Design nic_mac_status_pipe_tx, sky130hd; sources not shown.
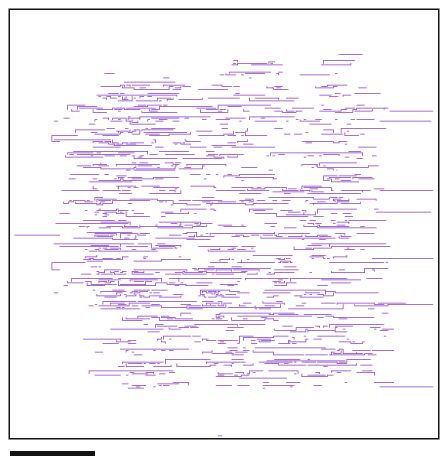
(run_1/met1.png)
Bar = 20 µm.
- longest straight run: 21.6 µm
- wire length on this layer: 3670 µm
- nets with wire on the layer: 379
GR Layer Usage met1: 0.191
overall via count from detail_route: 2648
post-detailed-routing wire length: 8710 µm

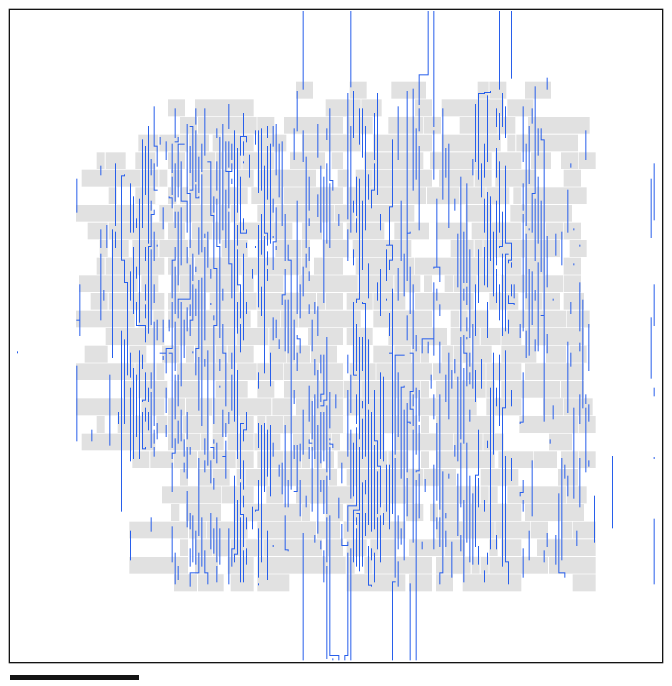
(run_1/met2.png)
Bar = 20 µm.
- main direction: vertical
- share of all routed wire: 50%
- longest straight run: 44.9 µm
global-route met2 utilization: 0.256

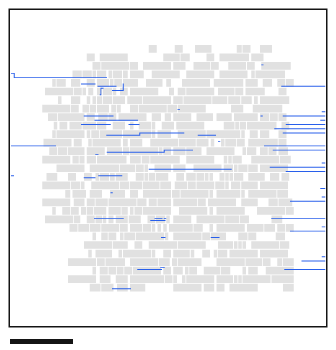
(run_1/met3.png)
Bar = 20 µm.
- longest straight run: 29.4 µm
- wire length on this layer: 431 µm
- nets with wire on the layer: 39
- main direction: horizontal
- share of all routed wire: 5.0%
met3 Track Usage GR: 0.0446

==> CHANGELOG.md, run 1 <==
## Flow update

* First DRT Iteration DRCs at 108
* Number of synthesized flops with an enable pin at 0
* Fraction of registers with async set or reset after synthesis at 1.00
* Signal arrival time at the worst endpoint at 2.09 ns
* Pin count of the biggest net entering global routing at 74
* Maximum frequency from static timing analysis at 542 MHz
* Number of stages on the worst hold path at 1
* Final weighted congestion in routability-driven placement at 0.781
* Netlist Area Pre-Place at 3260 µm²
* Required time of the critical path at approximately 1.8 ns
* Register area share after synthesis at 0.560
* DRC violations left at 0
* Final Max Slew Viols at 0
* Synthesized instance count at 288
* Fin nets at 414
* CP Capture Type: flop
* Number of primary I/O pins at 38
* Setup repair after global routing missed its margin: yes
* Max reg flops at 16
* Die outline width at 101 µm
* Insertion Delay late pin at 0.35 ns
* Global-route wire length before repair at 12700 µm
* Net count of the mapped netlist at a little over 300
* Number of maximum-capacitance constraint violations at 0
* H-Tree Depth at 3
* Register clock-pin slew on the reported worst setup and hold paths at about 0.080 ns
* Status: finished with violations
* Arithmetic-cell share of the synthesized area counting full adders, half adders and majority gates at 0.0153
* Failing checks: negative setup slack
* Post-DP HPWL at 5040 µm
* CTS Buf Count at 9
* Number of buffers inserted by port buffering at 37
* Most frequent logic cell in the layout: sky130_fd_sc_hd__buf_4
* Setup-failing EPs final at 22
* Final critical-path setup slack at -0.245 ns
* Number of rows in the core area at 29
* Crit share post-route at 1.15
* Busiest layer in global routing: met2
* Inst Count DP at 439
* Final cell utilization of the core at 0.769
* Most frequent cells in the layout: sky130_fd_sc_hd__buf_4 (68), sky130_fd_sc_hd__dfrtp_1 (63), sky130_fd_sc_hd__nand2_1 (42)
* Largest logic family: simple AND/OR/NAND/NOR gates
* Height of the chip at 101 µm
* Final period demand of the worst path at between 1.5 and 2 ns
* Ratio of cells with drive above 1 in the final layout at 0.474
* Worst setup slack for register-to-register paths at -0.25 ns
* Worst reg2reg path depth at 5
* Area share of and/or/nand/nor cells after synthesis at 0.184
* PD cells at ~2000 nW/µm²
* Register bit count reported by yosys at 73
* Post-Synthesis Mean Instance Area at 11.3 µm²
* Total overflow reported by the global router at 0
-- run 1: logic make-up (layout without fill, tap and decap cells) --
logic type / after synthesis / count (layout)
buffers and inverters: 14 / 126
XOR/XNOR: 36 / 36
adder cells (fa/ha/maj): 4 / 4
flip-flops: 73 / 73
multiplexers: 21 / 21
AND-OR/OR-AND: 23 / 23
AND/OR/NAND/NOR: 117 / 120
-- run 1: repair_timing --
action                                 CTS  global route
setup endpoints to repair               59            61
endpoints found under the hold margin   72             0
hold buffers                             1             0
resized                                 44            37
cloned                                   3             2
pin swaps                               17            22
setup buffers                            9            10
-- run 1: through the flow --
stage               hold WS (ns)  setup WS, ns  total power, mW  TNS (ns)
floorplan                 -0.136        -0.116             5.87     -1.15
global placement           0.219        -0.438             7.09    -10.09
detailed placement         0.219        -0.513             7.22    -11.83
CTS                        0.173        -0.192             9.25     -2.95
global route               0.182        -0.331             10.3     -6.53
finish                     0.186        -0.245             9.81     -3.69
-- run 1: final cells by class --
class | count | area, µm²
clock buffers | 11 | 141
clock inverters | 5 | 78.8
fillers | 384 | 1470
inverters | 7 | 26.3
multi-input cells | 204 | 1780
flip-flops and latches | 73 | 1840
well taps | 77 | 96.3
repair buffers | 103 | 921
-- run 1: routing by layer --
layer	vias to the layer above	share of wire
li1	1207	-
met2	65	0.50
met5	-	0
met4	0	0.026
met1	1355	0.42
met3	21	0.050
-- run 1: worst max-delay path, stage by stage (launching register included) --
cell                      delay, ns
sky130_fd_sc_hd__dfrtp_1       0.40
sky130_fd_sc_hd__xor2_1        0.20
sky130_fd_sc_hd__nor4_4        0.38
sky130_fd_sc_hd__nand4_4       0.18
sky130_fd_sc_hd__and2_2        0.27
sky130_fd_sc_hd__mux2_4        0.30
-- run 1: cell usage after synthesis, types with 3 or more instances --
cell / instances / area [µm²]
sky130_fd_sc_hd__dfrtp_1: 72 / 1800
sky130_fd_sc_hd__nor2_1: 21 / 78.8
sky130_fd_sc_hd__ha_1: 4 / 50.1
sky130_fd_sc_hd__nand3_1: 11 / 55.1
sky130_fd_sc_hd__xnor2_1: 5 / 43.8
sky130_fd_sc_hd__buf_2: 3 / 15.0
sky130_fd_sc_hd__mux2i_1: 5 / 50.1
sky130_fd_sc_hd__mux2_4: 8 / 120
sky130_fd_sc_hd__o211ai_1: 3 / 22.5
sky130_fd_sc_hd__o21ai_0: 9 / 45.0
sky130_fd_sc_hd__xor2_1: 31 / 272
sky130_fd_sc_hd__inv_1: 7 / 26.3
sky130_fd_sc_hd__mux2_2: 8 / 90.1
sky130_fd_sc_hd__nand2_1: 49 / 184
sky130_fd_sc_hd__a31oi_1: 3 / 18.8
sky130_fd_sc_hd__nor2b_1: 3 / 18.8
sky130_fd_sc_hd__nand4_1: 5 / 31.3
sky130_fd_sc_hd__nor3_1: 8 / 40.0
-- run 1: where the power goes --
group / internal [mW] / switching, mW
registers: 2.47 / 0.573
clock network: 0.919 / 0.697
logic: 2.24 / 2.91
total: 5.63 / 4.18
==> run_1/met4.png <==
Bar = 20 µm.
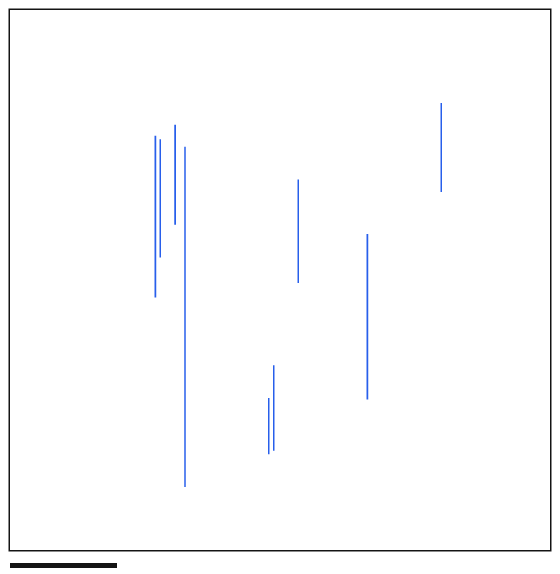

==> run 1 -> run 2 <==
--- a/config.mk
+++ b/config.mk
@@ -5,8 +5,9 @@
 export SDC_FILE = /design/constraint.sdc
 export NUM_CORES = 1
 export LEC_CHECK = 0
+export ABC_AREA = 1
 export CORE_MARGIN = 10
-export CORE_UTILIZATION = 50
+export CORE_UTILIZATION = 51
 export DETAILED_ROUTE_END_ITERATION = 7
 export HOLD_SLACK_MARGIN = 0.05
 export PLACE_DENSITY_LB_ADDON = 0.25
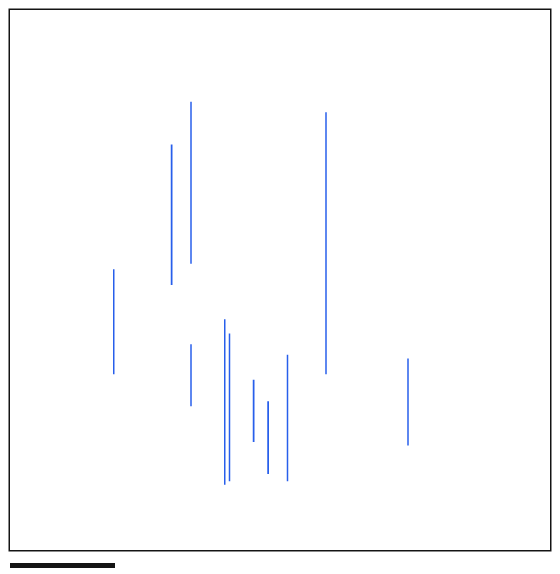
(run_2/met4.png)
Bar = 20 µm.
- wire length on this layer: 263 µm
- longest straight run: 49.6 µm
overall via count from detail_route: 3105
post-detailed-routing wire length: 9120 µm

==> CHANGELOG.md, run 2 <==
## Flow update

* Status: completed
* Register bit count reported by yosys at 73 (unchanged)
* Global-route wire length before repair at 14300 µm (+13%)
* Total overflow reported by the global router at 0 (unchanged)
* H-Tree Depth at 3 (unchanged)
* Share of power burned in the clock network at 0.154 (-0.011)
* Post-Synthesis Mean Instance Area at 8.82 µm² (-22%)
* Most common cell in the synthesized netlist: sky130_fd_sc_hd__nand2_1
* Number of maximum-capacitance constraint violations at 0 (unchanged)
* Highest-delay cell along the critical path: sky130_fd_sc_hd__dfrtp_1
* CTS Buf Count at 9 (unchanged)
* Number of stages on the worst hold path at 4 (+3)
* Number of buffers inserted by port buffering at 37 (unchanged)
* Leading cell types by total area after synthesis: sky130_fd_sc_hd__dfrtp_1 (51%), sky130_fd_sc_hd__nand2_1 (11%), sky130_fd_sc_hd__inv_1 (4.3%)
* Fraction of post-synthesis cell area in the top cell type by area at 0.513 (-0.0387)
* Setup-failing EPs final at 0 (-100%)
* Number of synthesized flops with an enable pin at 0 (unchanged)
* Psw at 4.46 mW (+6.7%)
* Synthesized instance count at 398 (+38%)
* Ratio of cells with drive above 1 in the final layout at 0.437 (-0.0373)
* Most frequent cells in the layout: sky130_fd_sc_hd__nand2_1 (79), sky130_fd_sc_hd__buf_4 (66), sky130_fd_sc_hd__dfrtp_1 (65)
* Net count of the mapped netlist at 414 (+36%)
* Routed metal-1 wirelength at 3840 µm (+4.7%)
* PD cells at 1920 nW/µm² (-4.6%)
* Register area share after synthesis at 0.521 (-0.0393)
* Synth cell count leaders: sky130_fd_sc_hd__nand2_1 (102), sky130_fd_sc_hd__dfrtp_1 (72), sky130_fd_sc_hd__inv_1 (40)
* First DRT Iteration DRCs at 126 (+17%)
* Final critical-path setup slack at 0.0383 ns (+0.284 ns)
* Netlist Area Pre-Place at 3510 µm² (+7.6%)
* Worst hold slack at 0.269 ns (+0.0830 ns)
* Combinational power share at 0.532 (+0.007)
* Final period demand of the worst path at 1.56 ns (-0.284 ns)
* Switching power as a share of total power at 0.457 (+0.0303)
* Cell-by-cell listing of the critical path: ha_4 > nand2_2 > inv_2 > nand2_4 > nor2_4 > nor2_4 > nand3_4 > buf_6 > nand2_8 > nand2_2 > nand2_1
* Max reg flops at 16 (unchanged)
* Routed wl met3 at 390 µm (-9.5%)
* Final weighted congestion in routability-driven placement at 0.861 (+10%)
* Sum of met2 wire segment lengths after detailed routing at 4630 µm (+5.7%)
* Fraction of registers with async set or reset after synthesis at 1.00 (unchanged)
* Pin count of the biggest net entering global routing at 74 (unchanged)
* Post-Place Setup Slack at -0.250 ns (+0.263 ns)
* Cell accounting for the most synthesized area: sky130_fd_sc_hd__dfrtp_1
* Final cell utilization of the core at 0.754 (-0.0144)
* Insertion Delay late pin at 0.36 ns (about the same)
* Die outline width at 103 µm (+2.2%)
-- run 2: critical path: cells and delay by family (launching register included) --
| family | cells | cell delay, ns |
|---|---|---|
| adder cells (fa/ha/maj) | 1 | 0.16 |
| buffers and inverters | 2 | 0.21 |
| flip-flops | 1 | 0.42 |
| AND/OR/NAND/NOR | 8 | 0.65 |
-- run 2: final cells by class --
class | count | area [µm²] | area share
multi-input cells | 275 | 1860 | 0.365
inverters | 46 | 180 | 0.0353
flip-flops and latches | 73 | 1840 | 0.360
clock inverters | 5 | 62.6 | 0.0123
repair buffers | 103 | 918 | 0.180
well taps | 80 | 100 | 0.0196
clock buffers | 11 | 141 | 0.0277
-- run 2: power groups by stage --
stage,registers (mW),clock network (mW),logic (mW)
6_report,3.06,1.51,5.20
5_1_grt,3.15,1.62,5.61
4_1_cts,3.01,1.52,4.70
3_5_place_dp,3.07,0,3.85
3_3_place_gp,3.06,0,3.76
2_1_floorplan,3.96,0,1.88
-- run 2: kinds of logic after synthesis --
family,count (synthesis),synth area share
buffers and inverters,53,0.0688
and+or+nand+nor,196,0.254
adders and majority gates,4,0.0143
DFF,73,0.521
AOI/OAI and AO/OA,47,0.0798
xor gates and xnor gates,25,0.0624
-- run 2: per-stage QoR --
stage	TNS [ns]	instances
final	0	593
after global routing	-0.675	593
after CTS	0	580
after detailed placement	-5.25	535
after global placement	-4.36	535
after floorplan	0	398
-- run 2: layer usage --
metal  GRT usage  vias up
met5           0        -
met4      0.0652        0
met3      0.0509       26
met2       0.279       73
met1       0.208     1499
li1            -     1507
-- run 2: what timing repair did --
action / 4_1_cts / 5_1_grt
gates cloned: 3 / 0
setup endpoints to repair: 51 / 54
buffers inserted: 25 / 12
pin swaps: 14 / 27
gates resized: 60 / 53
endpoints found under the hold margin: 72 / 1
hold buffers: 1 / 1
No activity file was given, so power comes from the tool's default toggle rates.
